===== src/rtl/cpu_pkg.sv =====
// Shared definitions for the hardwired CPU sequencer.
//   state_t  : sequencer states (RST, T0..T7, HALT)
//   OP_*     : 5-bit opcode values found in ir[31:27]
//   cls_t    : instruction classes that share one microsequence
//   alu_t    : one-hot ALU operation strobes
//   ctrl_t   : complete control vector produced by control_decode
//   op_class : opcode -> class
//   last_step: class -> final T-state of its microsequence
//   alu_of   : opcode -> ALU strobe for its execute step
package cpu_pkg;

  typedef enum logic [3:0] {
    RST, T0, T1, T2, T3, T4, T5, T6, T7, HALT
  } state_t;

  localparam logic [4:0] OP_LD   = 5'b00000;
  localparam logic [4:0] OP_LDI  = 5'b00001;
  localparam logic [4:0] OP_ST   = 5'b00010;
  localparam logic [4:0] OP_ADD  = 5'b00011;
  localparam logic [4:0] OP_SUB  = 5'b00100;
  localparam logic [4:0] OP_AND  = 5'b00101;
  localparam logic [4:0] OP_OR   = 5'b00110;
  localparam logic [4:0] OP_ROR  = 5'b00111;
  localparam logic [4:0] OP_ROL  = 5'b01000;
  localparam logic [4:0] OP_SHR  = 5'b01001;
  localparam logic [4:0] OP_SHRA = 5'b01010;
  localparam logic [4:0] OP_SHL  = 5'b01011;
  localparam logic [4:0] OP_ADDI = 5'b01100;
  localparam logic [4:0] OP_ANDI = 5'b01101;
  localparam logic [4:0] OP_ORI  = 5'b01110;
  localparam logic [4:0] OP_DIV  = 5'b01111;
  localparam logic [4:0] OP_MUL  = 5'b10000;
  localparam logic [4:0] OP_NEG  = 5'b10001;
  localparam logic [4:0] OP_NOT  = 5'b10010;
  localparam logic [4:0] OP_BR   = 5'b10011;
  localparam logic [4:0] OP_JR   = 5'b10100;
  localparam logic [4:0] OP_JAL  = 5'b10101;
  localparam logic [4:0] OP_IN   = 5'b10110;
  localparam logic [4:0] OP_OUT  = 5'b10111;
  localparam logic [4:0] OP_MFLO = 5'b11000;
  localparam logic [4:0] OP_MFHI = 5'b11001;
  localparam logic [4:0] OP_NOP  = 5'b11010;
  localparam logic [4:0] OP_HALT = 5'b11011;

  typedef enum logic [3:0] {
    C_RTYPE, C_IMM, C_LDI, C_LD, C_ST, C_MULDIV, C_UNARY, C_BR,
    C_JR, C_JAL, C_IN, C_OUT, C_MFHI, C_MFLO, C_NOP, C_HALT
  } cls_t;

  typedef struct packed {
    logic AND;
    logic OR;
    logic ADD;
    logic SUB;
    logic MUL;
    logic DIV;
    logic SHR;
    logic SHRA;
    logic SHL;
    logic ROR;
    logic ROL;
    logic NEG;
    logic NOT;
  } alu_t;

  typedef struct packed {
    logic run;
    logic HIout;
    logic LOout;
    logic Zhighout;
    logic Zlowout;
    logic PCout;
    logic MDRout;
    logic INout;
    logic Cout;
    logic MARout;
    logic HIin;
    logic LOin;
    logic PCin;
    logic IRin;
    logic Zin;
    logic Yin;
    logic MARin;
    logic MDRin;
    logic CONin;
    logic OUT_Portin;
    logic Gra;
    logic Grb;
    logic Grc;
    logic Rin;
    logic Rout;
    logic BAout;
    logic IncPC;
    logic PCSave;
    logic CON_RESET;
    logic Read;
    logic read_mem;
    logic write_mem;
    alu_t alu;
  } ctrl_t;

  function automatic cls_t op_class(input logic [4:0] op);
    case (op)
      OP_ADD, OP_SUB, OP_AND, OP_OR, OP_SHR,
      OP_SHRA, OP_SHL, OP_ROR, OP_ROL:        return C_RTYPE;
      OP_ADDI, OP_ANDI, OP_ORI:               return C_IMM;
      OP_LDI:                                 return C_LDI;
      OP_LD:                                  return C_LD;
      OP_ST:                                  return C_ST;
      OP_MUL, OP_DIV:                         return C_MULDIV;
      OP_NEG, OP_NOT:                         return C_UNARY;
      OP_BR:                                  return C_BR;
      OP_JR:                                  return C_JR;
      OP_JAL:                                 return C_JAL;
      OP_IN:                                  return C_IN;
      OP_OUT:                                 return C_OUT;
      OP_MFHI:                                return C_MFHI;
      OP_MFLO:                                return C_MFLO;
      OP_HALT:                                return C_HALT;
      default:                                return C_NOP;
    endcase
  endfunction

  function automatic state_t last_step(input cls_t cls);
    case (cls)
      C_RTYPE, C_IMM, C_LDI:         return T5;
      C_LD, C_ST:                    return T7;
      C_MULDIV, C_BR:                return T6;
      C_UNARY, C_JAL:                return T4;
      C_JR, C_IN, C_OUT,
      C_MFHI, C_MFLO:                return T3;
      default:                       return T2;
    endcase
  endfunction

  function automatic alu_t alu_of(input logic [4:0] op);
    alu_t a;
    a = '0;
    case (op)
      OP_ADD, OP_ADDI: a.ADD  = 1'b1;
      OP_SUB:          a.SUB  = 1'b1;
      OP_AND, OP_ANDI: a.AND  = 1'b1;
      OP_OR, OP_ORI:   a.OR   = 1'b1;
      OP_SHR:          a.SHR  = 1'b1;
      OP_SHRA:         a.SHRA = 1'b1;
      OP_SHL:          a.SHL  = 1'b1;
      OP_ROR:          a.ROR  = 1'b1;
      OP_ROL:          a.ROL  = 1'b1;
      OP_MUL:          a.MUL  = 1'b1;
      OP_DIV:          a.DIV  = 1'b1;
      OP_NEG:          a.NEG  = 1'b1;
      OP_NOT:          a.NOT  = 1'b1;
      default:         a      = '0;
    endcase
    return a;
  endfunction

endpackage


===== src/rtl/control_decode.sv =====
// Combinational control-vector decoder (Moore outputs).
//   state  : current sequencer state
//   opcode : ir[31:27]
//   con_ff : branch-condition flip-flop
//   ctrl   : every control strobe for this cycle
module control_decode
  import cpu_pkg::*;
(
  input  state_t     state,
  input  logic [4:0] opcode,
  input  logic       con_ff,
  output ctrl_t      ctrl
);

  cls_t cls;
  alu_t alu;

  always_comb begin
    ctrl = '0;
    cls  = op_class(opcode);
    alu  = alu_of(opcode);
    ctrl.run = (state != RST) && (state != HALT);
    case (state)
      RST: ctrl.CON_RESET = 1'b1;
      T0: begin
        ctrl.IncPC = 1'b1; ctrl.PCin = 1'b1; ctrl.MARin = 1'b1;
      end
      T1: begin
        ctrl.Read = 1'b1; ctrl.MDRin = 1'b1; ctrl.read_mem = 1'b1;
      end
      T2: begin
        ctrl.MDRout = 1'b1; ctrl.IRin = 1'b1;
      end
      T3: begin
        case (cls)
          C_RTYPE, C_IMM: begin
            ctrl.Grb = 1'b1; ctrl.Rout = 1'b1; ctrl.Yin = 1'b1;
          end
          C_LDI, C_LD, C_ST: begin
            ctrl.Grb = 1'b1; ctrl.BAout = 1'b1; ctrl.Yin = 1'b1;
          end
          C_MULDIV: begin
            ctrl.Gra = 1'b1; ctrl.Rout = 1'b1; ctrl.Yin = 1'b1;
          end
          C_UNARY: begin
            ctrl.Grb = 1'b1; ctrl.Rout = 1'b1; ctrl.alu = alu; ctrl.Zin = 1'b1;
          end
          C_BR: begin
            ctrl.Gra = 1'b1; ctrl.Rout = 1'b1; ctrl.CONin = 1'b1;
          end
          C_JR: begin
            ctrl.Gra = 1'b1; ctrl.Rout = 1'b1; ctrl.PCin = 1'b1;
          end
          C_JAL: begin
            ctrl.PCout = 1'b1; ctrl.PCSave = 1'b1; ctrl.Rin = 1'b1;
          end
          C_IN: begin
            ctrl.INout = 1'b1; ctrl.Gra = 1'b1; ctrl.Rin = 1'b1;
          end
          C_OUT: begin
            ctrl.Gra = 1'b1; ctrl.Rout = 1'b1; ctrl.OUT_Portin = 1'b1;
          end
          C_MFHI: begin
            ctrl.HIout = 1'b1; ctrl.Gra = 1'b1; ctrl.Rin = 1'b1;
          end
          C_MFLO: begin
            ctrl.LOout = 1'b1; ctrl.Gra = 1'b1; ctrl.Rin = 1'b1;
          end
          default: ;
        endcase
      end
      T4: begin
        case (cls)
          C_RTYPE: begin
            ctrl.Grc = 1'b1; ctrl.Rout = 1'b1; ctrl.alu = alu; ctrl.Zin = 1'b1;
          end
          C_IMM: begin
            ctrl.Cout = 1'b1; ctrl.alu = alu; ctrl.Zin = 1'b1;
          end
          C_LDI, C_LD, C_ST: begin
            ctrl.Cout = 1'b1; ctrl.alu.ADD = 1'b1; ctrl.Zin = 1'b1;
          end
          C_MULDIV: begin
            ctrl.Grb = 1'b1; ctrl.Rout = 1'b1; ctrl.alu = alu; ctrl.Zin = 1'b1;
          end
          C_UNARY: begin
            ctrl.Zlowout = 1'b1; ctrl.Gra = 1'b1; ctrl.Rin = 1'b1;
          end
          C_BR: begin
            ctrl.PCout = 1'b1; ctrl.Yin = 1'b1;
          end
          C_JAL: begin
            ctrl.Gra = 1'b1; ctrl.Rout = 1'b1; ctrl.PCin = 1'b1;
          end
          default: ;
        endcase
      end
      T5: begin
        case (cls)
          C_RTYPE, C_IMM, C_LDI: begin
            ctrl.Zlowout = 1'b1; ctrl.Gra = 1'b1; ctrl.Rin = 1'b1;
          end
          C_LD, C_ST: begin
            ctrl.Zlowout = 1'b1; ctrl.MARin = 1'b1;
          end
          C_MULDIV: begin
            ctrl.Zlowout = 1'b1; ctrl.LOin = 1'b1;
          end
          C_BR: begin
            ctrl.Cout = 1'b1; ctrl.alu.ADD = 1'b1; ctrl.Zin = 1'b1;
          end
          default: ;
        endcase
      end
      T6: begin
        case (cls)
          C_LD: begin
            ctrl.Read = 1'b1; ctrl.MDRin = 1'b1; ctrl.read_mem = 1'b1;
          end
          C_ST: begin
            ctrl.Gra = 1'b1; ctrl.Rout = 1'b1; ctrl.MDRin = 1'b1;
          end
          C_MULDIV: begin
            ctrl.Zhighout = 1'b1; ctrl.HIin = 1'b1;
          end
          C_BR: begin
            // Branch target only commits when the condition held.
            ctrl.Zlowout = 1'b1; ctrl.PCin = con_ff;
          end
          default: ;
        endcase
      end
      T7: begin
        case (cls)
          C_LD: begin
            ctrl.MDRout = 1'b1; ctrl.Gra = 1'b1; ctrl.Rin = 1'b1;
          end
          C_ST: ctrl.write_mem = 1'b1;
          default: ;
        endcase
      end
      default: ;
    endcase
  end

endmodule


===== src/rtl/control_unit.sv =====
// Hardwired Moore sequencer driving all CPU datapath control inputs.
//   clk, reset (async, active-low)
//   ir     : current IR; opcode in ir[31:27]
//   con_ff : branch-condition flip-flop
//   stop   : halt request, honoured at the last step of an instruction
//   run    : high in T0..T7
//   remaining outputs: one-cycle datapath control strobes
module control_unit
  import cpu_pkg::*;
#(
  parameter int unsigned RESET_CYCLES = 2
) (
  input  logic        clk,
  input  logic        reset,
  input  logic [31:0] ir,
  input  logic        con_ff,
  input  logic        stop,
  output logic        run,
  output logic        HIout, LOout, Zhighout, Zlowout, PCout,
  output logic        MDRout, INout, Cout, Yout, MARout,
  output logic        HIin, LOin, PCin, IRin, Zin,
  output logic        Yin, MARin, MDRin, CONin, OUT_Portin,
  output logic        Gra, Grb, Grc, Rin, Rout,
  output logic        BAout, IncPC, PCSave, CON_RESET,
  output logic        Read, read_mem, write_mem,
  output logic        AND, OR, ADD, SUB, MUL, DIV, SHR,
  output logic        SHRA, SHL, ROR, ROL, NEG, NOT,
  output logic        IRout
);

  localparam int unsigned CW = (RESET_CYCLES > 1) ? $clog2(RESET_CYCLES) : 1;
  localparam logic [CW-1:0] CNT_LAST = CW'(RESET_CYCLES - 1);

  state_t        state, state_nx;
  logic [CW-1:0] cnt, cnt_nx;
  cls_t          cls;
  ctrl_t         ctrl;

  // Only the opcode field steers sequencing.
  logic unused_ir;
  assign unused_ir = ^ir[26:0];

  always_ff @(posedge clk or negedge reset) begin
    if (!reset) begin
      state <= RST;
      cnt   <= '0;
    end else begin
      state <= state_nx;
      cnt   <= cnt_nx;
    end
  end

  always_comb begin
    state_nx = state;
    cnt_nx   = cnt;
    cls      = op_class(ir[31:27]);
    case (state)
      RST: begin
        if (cnt == CNT_LAST) begin
          state_nx = T0;
          cnt_nx   = '0;
        end else begin
          cnt_nx = cnt + 1'b1;
        end
      end
      T0: state_nx = T1;
      T1: state_nx = T2;
      T2, T3, T4, T5, T6, T7: begin
        if (state == T2 && cls == C_HALT) begin
          state_nx = HALT;
        end else if (state == last_step(cls)) begin
          state_nx = stop ? HALT : T0;
        end else begin
          case (state)
            T2:      state_nx = T3;
            T3:      state_nx = T4;
            T4:      state_nx = T5;
            T5:      state_nx = T6;
            T6:      state_nx = T7;
            default: state_nx = T0;
          endcase
        end
      end
      HALT:    state_nx = HALT;
      default: state_nx = RST;
    endcase
  end

  control_decode u_decode (
    .state  (state),
    .opcode (ir[31:27]),
    .con_ff (con_ff),
    .ctrl   (ctrl)
  );

  always_comb begin
    run        = ctrl.run;
    HIout      = ctrl.HIout;
    LOout      = ctrl.LOout;
    Zhighout   = ctrl.Zhighout;
    Zlowout    = ctrl.Zlowout;
    PCout      = ctrl.PCout;
    MDRout     = ctrl.MDRout;
    INout      = ctrl.INout;
    Cout       = ctrl.Cout;
    Yout       = 1'b0;
    MARout     = ctrl.MARout;
    HIin       = ctrl.HIin;
    LOin       = ctrl.LOin;
    PCin       = ctrl.PCin;
    IRin       = ctrl.IRin;
    Zin        = ctrl.Zin;
    Yin        = ctrl.Yin;
    MARin      = ctrl.MARin;
    MDRin      = ctrl.MDRin;
    CONin      = ctrl.CONin;
    OUT_Portin = ctrl.OUT_Portin;
    Gra        = ctrl.Gra;
    Grb        = ctrl.Grb;
    Grc        = ctrl.Grc;
    Rin        = ctrl.Rin;
    Rout       = ctrl.Rout;
    BAout      = ctrl.BAout;
    IncPC      = ctrl.IncPC;
    PCSave     = ctrl.PCSave;
    CON_RESET  = ctrl.CON_RESET;
    Read       = ctrl.Read;
    read_mem   = ctrl.read_mem;
    write_mem  = ctrl.write_mem;
    AND        = ctrl.alu.AND;
    OR         = ctrl.alu.OR;
    ADD        = ctrl.alu.ADD;
    SUB        = ctrl.alu.SUB;
    MUL        = ctrl.alu.MUL;
    DIV        = ctrl.alu.DIV;
    SHR        = ctrl.alu.SHR;
    SHRA       = ctrl.alu.SHRA;
    SHL        = ctrl.alu.SHL;
    ROR        = ctrl.alu.ROR;
    ROL        = ctrl.alu.ROL;
    NEG        = ctrl.alu.NEG;
    NOT        = ctrl.alu.NOT;
    IRout      = 1'b0;
  end

endmodule


===== config.mk =====
export PLATFORM = sky130hd
export DESIGN_NAME = control_unit
export DESIGN_NICKNAME = d
export VERILOG_FILES = /design/src/rtl/cpu_pkg.sv /design/src/rtl/control_decode.sv /design/src/rtl/control_unit.sv
export SDC_FILE = /design/constraint.sdc
export NUM_CORES = 1
export LEC_CHECK = 0
export CAP_MARGIN = 20
export CELL_PAD_IN_SITES_DETAIL_PLACEMENT = 0
export CELL_PAD_IN_SITES_GLOBAL_PLACEMENT = 1
export CORE_MARGIN = 8
export CORE_UTILIZATION = 30
export CTS_CLUSTER_DIAMETER = 80
export DETAILED_ROUTE_END_ITERATION = 8
export PLACE_DENSITY = 0.91
export SLEW_MARGIN = 15
export SYNTH_ARGS = -nofsm -noshare
export SYNTH_HDL_FRONTEND = slang
export SYNTH_HIERARCHICAL = 1
export SYNTH_SLANG_ARGS = --single-unit

===== constraint.sdc =====
create_clock -name clk -period 5.7 [get_ports clk]
set_input_delay 1.14 -clock clk [delete_from_list [all_inputs] [get_ports clk]]
set_output_delay 1.14 -clock clk [all_outputs]
set_load 0.02 [all_outputs]

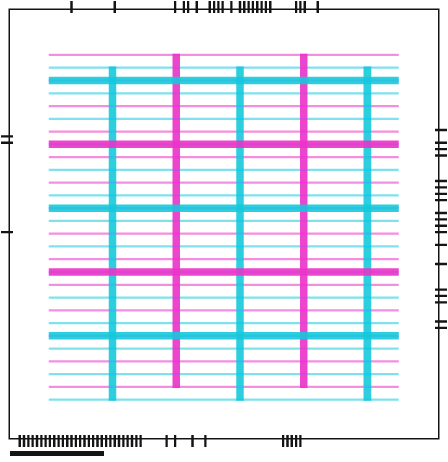
Figure 1: run 1, supply network.
Bar = 20 um. Pins as bars on the die edge.
[magenta] VDD
[cyan] VSS
rows: 27
met1 rails: 28
met5 straps: 5
signal pins: 83
met4 straps: 5
largest vdd supply drop: 194 uV
area of the core region: 0.00547 mm2
Die X: 91.2 um
Chip Height: 91.2 um

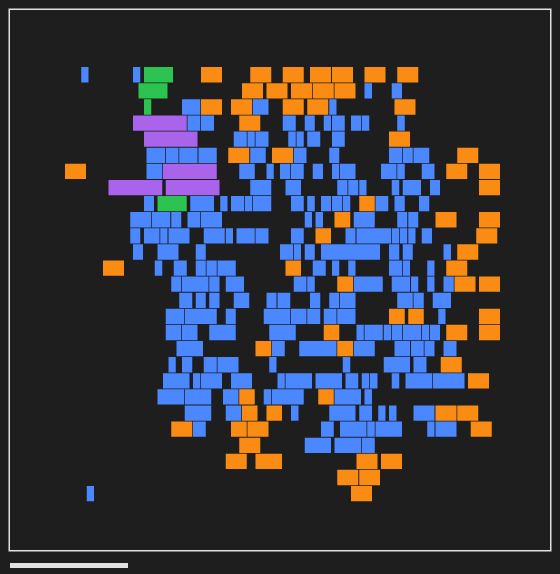
Figure 2: run 1, placement by cell class.
Bar = 20 um.
[purple] sequential cells | cells: 5 | share of their area: 5.6%
[green] clock drivers and dummy loads | cells: 4 | share of their area: 2.0%
[blue] combinational and other logic | cells: 210 | share of their area: 64%
[orange] remaining buffers and delay cells | cells: 67 | share of their area: 28%
fin util: 42.5%
sequential portion of the cell area: 5.37%
Final Instance Area: 0.00233 mm2

==> results.cfg, run 1 <==
; physical design summary
[job]
stage_log_warnings = 60
max_cap_viol_count = 0

[floorplanning]
floorplan.io_pins = 83
die_area_mm2 = 0.00831
row_count = 27
core_util_floorplan_pct = 31.0

[power_and_ir_drop]
power.share.combinational_pct = 70.9
p_leak_nw = 0.841
pwr-share-seq_pct = 19.3
p_sw_share_pct = 52.0
switchingPower_uw = 338
internal_uw = 312
total_power_divided_by_cell_area_mw_per_mm2 = 279
finalPower_uw = 650

[clock_network]
cts.sink_count = 5
cts_hold_buffers = 0
cts-buffers-inserted = 3
clockRootBuffer = clkbuf_8
tritoncts = built
htreeDepth = 1
ctsLongestPathBuffers = 2
cts.clk_slew.worst_paths_ps = 30
post-cts-setup-buffers = 0

[critical_path]
startpoint_type = primary input
required_ps = 4560
rrSetupSlack_ps = 4040
r2r.worst_path.cells = 5
worst-path-max-fanout = 14
critical_path_class = in2out
worst_endpoint_data_arrival_time_ps = 4200
setup.worst_path.end_class = output pin

[drt]
vias_after_detailed_routing = 1959
final_antenna_net_count = 0
routedWlPerCell_um = 14.9
remaining_drc_errors = 0
via_per_inst = 5.47
first_iter_violations = 124
number_of_detailed_routing_iterations_run_before_antenna_repair = 4
routed_wl_um = 5330

[synth]
largest_cells_by_area = dfrtp_1 7.4%, ha_1 6.6%, nor2_1 5.8%, nand2_1 4.4%, nor4_2 3.7%
dominant_cell_by_count_in_the_synthesized_netlist = nor2_1
post_synth.cell_area_avg_um2 = 7.15
yosysTopAreaCell = dfrtp_1
synth_top_flop_cell = dfrtp_1
synth.cell_area_mm2 = 0.00170
post_synth_edffs = 0
ys.flops = 5
portion_of_the_post_synthesis_area_used_by_sequential_elements_pct = 7.38
synth.yosys.num_cells = 237
yosysTopAreaCellShare_pct = 7.38
synthCells = 237
synth.cells.most_frequent = 26 x nor2_1, 20 x nand2_1, 12 x nor3_1, 11 x a21oi_1, 11 x o21ai_0
yosys.stat.chipArea_mm2 = 0.00170
postSynth.asyncResetShare_pct = 100
post_synth_num_cell_types = 62

[layout]
syn_to_final_growth_pct = 37.3
sequential_area_um2 = 125
total_nets_final = 332
antenna-diode-count = 0
logic_area_mm2 = 0.00141
n_fill_cell = 574
drive_above_1_share_pct = 15.7
instances_no_fill = 358

[placement]
postPlaceCellArea_mm2 = 0.00227
place_inst = 354
final_gp_congestion = 0.923
post-place-ws_ps = 172
dp.final_hpwl_um = 4140
numPortBuffers = 52

[global_routing]
grt_first_pass_wirelength_um = 9050
grt_max_degree = 25
antenna_violations_before_repair = 0
grt_pass1_vias = 1912
global_route.overflow_total = 0
grt_use_total_pct = 12.4

[sta]
final.hold.worst_slack_ps = 475
fin_crit_ps = 5340
rsz_0062_raised_after_global_routing = no
fmax_mhz = 187
hold_violations = 0
tightest_slew_ps = 759
finalMaxSlewViolations = 0
fin_tns_setup_ps = 0
final.setup.worst_slack_ps = 356
timing.final.crit_share_pct = 93.7
setup_viol = 0
max_slew_margin_pct = 49.4

[status]
status = finished clean

[hold_path]
hold_depth = 1
holdCritPathClass = reg2reg
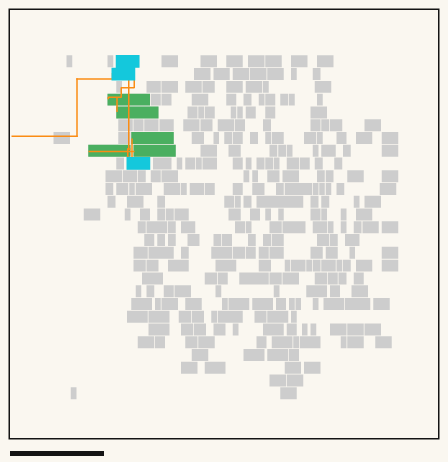
Figure 3: run 1, clock network drawn from the DEF.
Bar = 20 um.
[orange] clock wires | length: 93.0 um
[green] flip-flops | count: 5
[cyan] clock drivers | count: 3
routed clock nets: 4
power share of the clock group: 9.8%
Worst-Skew Late Latency: 220 ps
clock-net power: 63.8 uW
Worst Clk Skew: 0.423 ps

==> run 1: worst max-delay path, stage by stage <==
cell and delay [ps]:
clkdlybuf4s50_1 470, inv_1 90, ha_1 280, inv_1 40, a221oi_2 400, or2_1 210
mux2i_1 370, a21oi_4 200, o311ai_1 320, clkdlybuf4s50_1 660
==> run 1: per-layer routing <==
layer | vias up | part of all wire [%] | routed length (um) | GRT usage [%]
met1 | 928 | 43 | 2290 | 14.6
met3 | 10 | 6.1 | 323 | 2.22
li1 | 967 | - | - | -
met4 | 0 | 1.5 | 81 | 3.14
met2 | 54 | 49 | 2640 | 22.4
met5 | - | 0 | 0 | 0
==> run 1: timing repair <==
| item | CTS | global route |
|---|---|---|
| endpoints found under the hold margin | 0 | 0 |
| endpoints found under the setup margin | 0 | 1 |
| resized | 0 | 3 |
==> run 1: placed cells by master, fill, tap and decap left out, types with 4 or more instances in the layout <==
cell,instances
clkdlybuf4s50_1,51
nor2_1,26
nand2_1,20
buf_4,15
nor3_1,12
o21ai_0,11
a21oi_1,11
ha_1,9
inv_1,7
o22ai_1,7
nand2b_1,6
nand3_1,6
nor3b_1,5
and3_1,5
dfrtp_1,5
nor4_2,5
xor2_1,4
o21bai_1,4
mux2i_1,4
nor4_1,4
==> run 1: power groups by stage <==
| stage | combinational, mW | sequential [mW] | clock (mW) |
|---|---|---|---|
| finish | 0.461 | 0.126 | 0.0638 |
| global route | 0.500 | 0.135 | 0.0672 |
| CTS | 0.463 | 0.126 | 0.0654 |
| detailed placement | 0.459 | 0.125 | 0 |
| global placement | 0.455 | 0.125 | 0 |
| floorplan | 0.354 | 0.0780 | 0 |
==> run 1: cell type report <==
class                           instances  area share, %
Clock buffer                            4           1.93
Timing Repair Buffer                   67           27.3
Inverter                                7           1.13
Sequential cell                         5           5.37
Tap cell                               72           3.87
Multi-Input combinational cell        203           60.4
==> run 1: registers in the layout, summed over array words and instances (netlist names) <==
| register | cells |
|---|---|
| state | 4 |
| cnt | 1 |
==> run 1: kinds of logic after synthesis <==
group | Yosys count | share of synthesized area (%)
AND/OR/NAND/NOR | 121 | 43.2
AND-OR/OR-AND | 59 | 25.6
buffers and inverters | 30 | 10.7
adder cells (fa/ha/maj) | 9 | 6.64
XOR/XNOR | 7 | 3.62
flip-flops | 5 | 7.38
multiplexers | 4 | 2.36
other | 2 | 0.443
==> run 1: path summary, 6_finish.rpt <==
check | to | from
setup / recovery | ADD | ir[27]
setup reg to reg | state[3] | state[1]
hold / removal | cnt | cnt
max in group asynchronous | state[1] | reset
min in group asynchronous | state[3] | reset
hold reg to reg | cnt | cnt
## Run 2: what changed since run 1
--- a/config.mk
+++ b/config.mk
@@ -11,6 +11,7 @@
 export CORE_MARGIN = 8
 export CORE_UTILIZATION = 30
 export CTS_CLUSTER_DIAMETER = 80
+export CTS_CLUSTER_SIZE = 12
 export DETAILED_ROUTE_END_ITERATION = 8
 export PLACE_DENSITY = 0.91
 export SLEW_MARGIN = 15
==> run 2 against run 1 <==
Against the previous run:
- sequential power is essentially flat
- non-clock buffer count is the same
- design area is the same
- die area is the same
- largest cell class unchanged
- critical path type unchanged
- core utilization is the same
- first-iteration DRC count is the same
- hold slack is the same
==> results.cfg, run 2 <==
; physical design summary
[status]
status = finished clean

[hold_path]
hold_depth = 1
hold-path-endpoint = cnt
min-delay-start = cnt

[layout]
final_cell_area_mm2 = 0.00233
reg.largest.list = state: 4 flops, cnt: 1 flops
drive_above_1_share_pct = 15.7
total_nets_final = 332
layout.cells.most_common = clkdlybuf4s50_1
registers.top_by_ff_count = state
layout_top_cells_excl_fill_tap = 51 x clkdlybuf4s50_1, 26 x nor2_1, 20 x nand2_1
finish.utilization_pct = 42.5

[placement]
post-place-ws_ps = 172
postPlaceCellArea_mm2 = 0.00227
numPortBuffers = 52
dp.final_hpwl_um = 4140

[critical_path]
crit_chain = clkdlybuf4s50_1, inv_1, ha_1, inv_1, a221oi_2, or2_1, mux2i_1, a21oi_4, o311ai_1, clkdlybuf4s50_1
required_ps = 4560
crit_family = buffers and inverters
timing.critical_path.slowest_stage_cell = clkdlybuf4s50_1
rrSetupSlack_ps = 4040
max_stage_delay_ps = 660
setup.worst_path.end_class = output pin
critical_path_class = in2out
r2r.worst_path.cells = 5
startpoint_type = primary input
worst_endpoint_data_arrival_time_ps = 4200

[synth]
yosysTopAreaCellShare_pct = 7.38
largest_cells_by_area = dfrtp_1 7.4%, ha_1 6.6%, nor2_1 5.8%, nand2_1 4.4%, nor4_2 3.7%
synth.yosys.num_cells = 237
post_synth_edffs = 0
synth.cell_area_mm2 = 0.00170
portion_of_the_post_synthesis_area_used_by_sequential_elements_pct = 7.38
yosysTopAreaCell = dfrtp_1
yosys.stat.chipArea_mm2 = 0.00170
post_synth.cell_area_avg_um2 = 7.15
post_synth_num_cell_types = 62

[power_and_ir_drop]
power.share.combinational_pct = 70.9
pwr-share-seq_pct = 19.3
total_power_divided_by_cell_area_mw_per_mm2 = 279
irDropWorstVdd_uv = 194
finalPower_uw = 650
internal_uw = 312

[sta]
fin_crit_ps = 5340
tightest_slew_ps = 759
rsz_0062_raised_after_global_routing = no
finalMaxSlewViolations = 0
hold_violations = 0
max_slew_margin_pct = 49.4
fmax_mhz = 187
setup_viol = 0

[clock_network]
cts.sink_count = 5
clockRootBuffer = clkbuf_8
cts-buffers-inserted = 3
cts_hold_buffers = 0
cts.clk_slew.worst_paths_ps = 30
post-cts-setup-buffers = 0
tritoncts = built

[drt]
via_per_inst = 5.47
remaining_drc_errors = 0

[global_routing]
global_route.overflow_total = 0
antenna_violations_before_repair = 0

[floorplanning]
fp.dieW_um = 91.2
die_area_mm2 = 0.00831
core_util_floorplan_pct = 31.0
die.size.y_um = 91.2
coreArea_mm2 = 0.00547
## run 2: cell counts after synthesis
No cell type changed its count.
## run 2: layout make-up
type,count,area (um2)
fillers,574,3140
multi-input cells,203,1410
repair buffers,67,636
flip-flops and latches,5,125
well taps,72,90.1
clock buffers,4,45.0
inverters,7,26.3
## run 2: logic make-up (layout without fill, tap and decap cells)
family / count (synthesis) / after routing / synth area share [%]
flops: 5 / 5 / 7.38
buf+inv: 30 / 78 / 10.7
xor+xnor: 7 / 7 / 3.62
mux: 4 / 4 / 2.36
simple gates: 121 / 121 / 43.2
compound gates: 59 / 59 / 25.6
fa+ha+maj: 9 / 9 / 6.64
other cells: 2 / 3 / 0.443
## run 2: worst max-delay path by stage
stage	startpoint	to	depth (start not counted)
detailed placement	ir[31]	ADD	8
floorplan	ir[27]	NEG	9
CTS	ir[31]	ADD	8
global placement	ir[31]	ADD	8
global route	ir[28]	ADD	10
finish	ir[27]	ADD	10
## run 2: metal layers
metal	vias up	track usage, %	share of wire, %
met4	0	3.14	1.5
met1	928	14.6	43
met5	-	0	0
met2	54	22.4	49
met3	10	2.22	6.1
li1	967	-	-
## run 2: repair_timing
item,CTS,global route
setup endpoints to repair,0,1
endpoints found under the hold margin,0,0
gates resized,0,3
## run 2: metrics by stage
step,cells,hold WS (ps)
finish,358,475
global route,358,497
CTS,358,474
detailed placement,354,466
global placement,354,463
floorplan,238,442
## run 2: power groups by stage
stage               logic [mW]  registers, mW  clock network (mW)
CTS                      0.463          0.126              0.0654
floorplan                0.354         0.0780                   0
global placement         0.455          0.125                   0
finish                   0.461          0.126              0.0638
detailed placement       0.459          0.125                   0
global route             0.500          0.135              0.0672
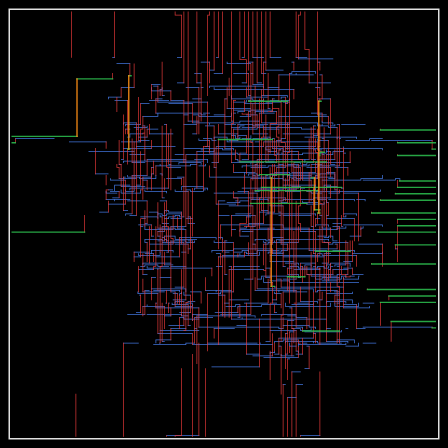
Figure 4: run 2, metal layers overlaid.
[red] metal 2 | wire length: 2640 um
[blue] metal 1 | wire length: 2290 um
[green] metal 3 | wire length: 323 um
[orange] metal 4 | wire length: 81.6 um
global router's overall resource usage: 12.4%
mean routed wirelength per cell: 14.9 um
aggregate routed wire length: 5330 um
vias after detailed routing: 1959

Power figures rest on the tool's default switching activity, not on a simulated workload.
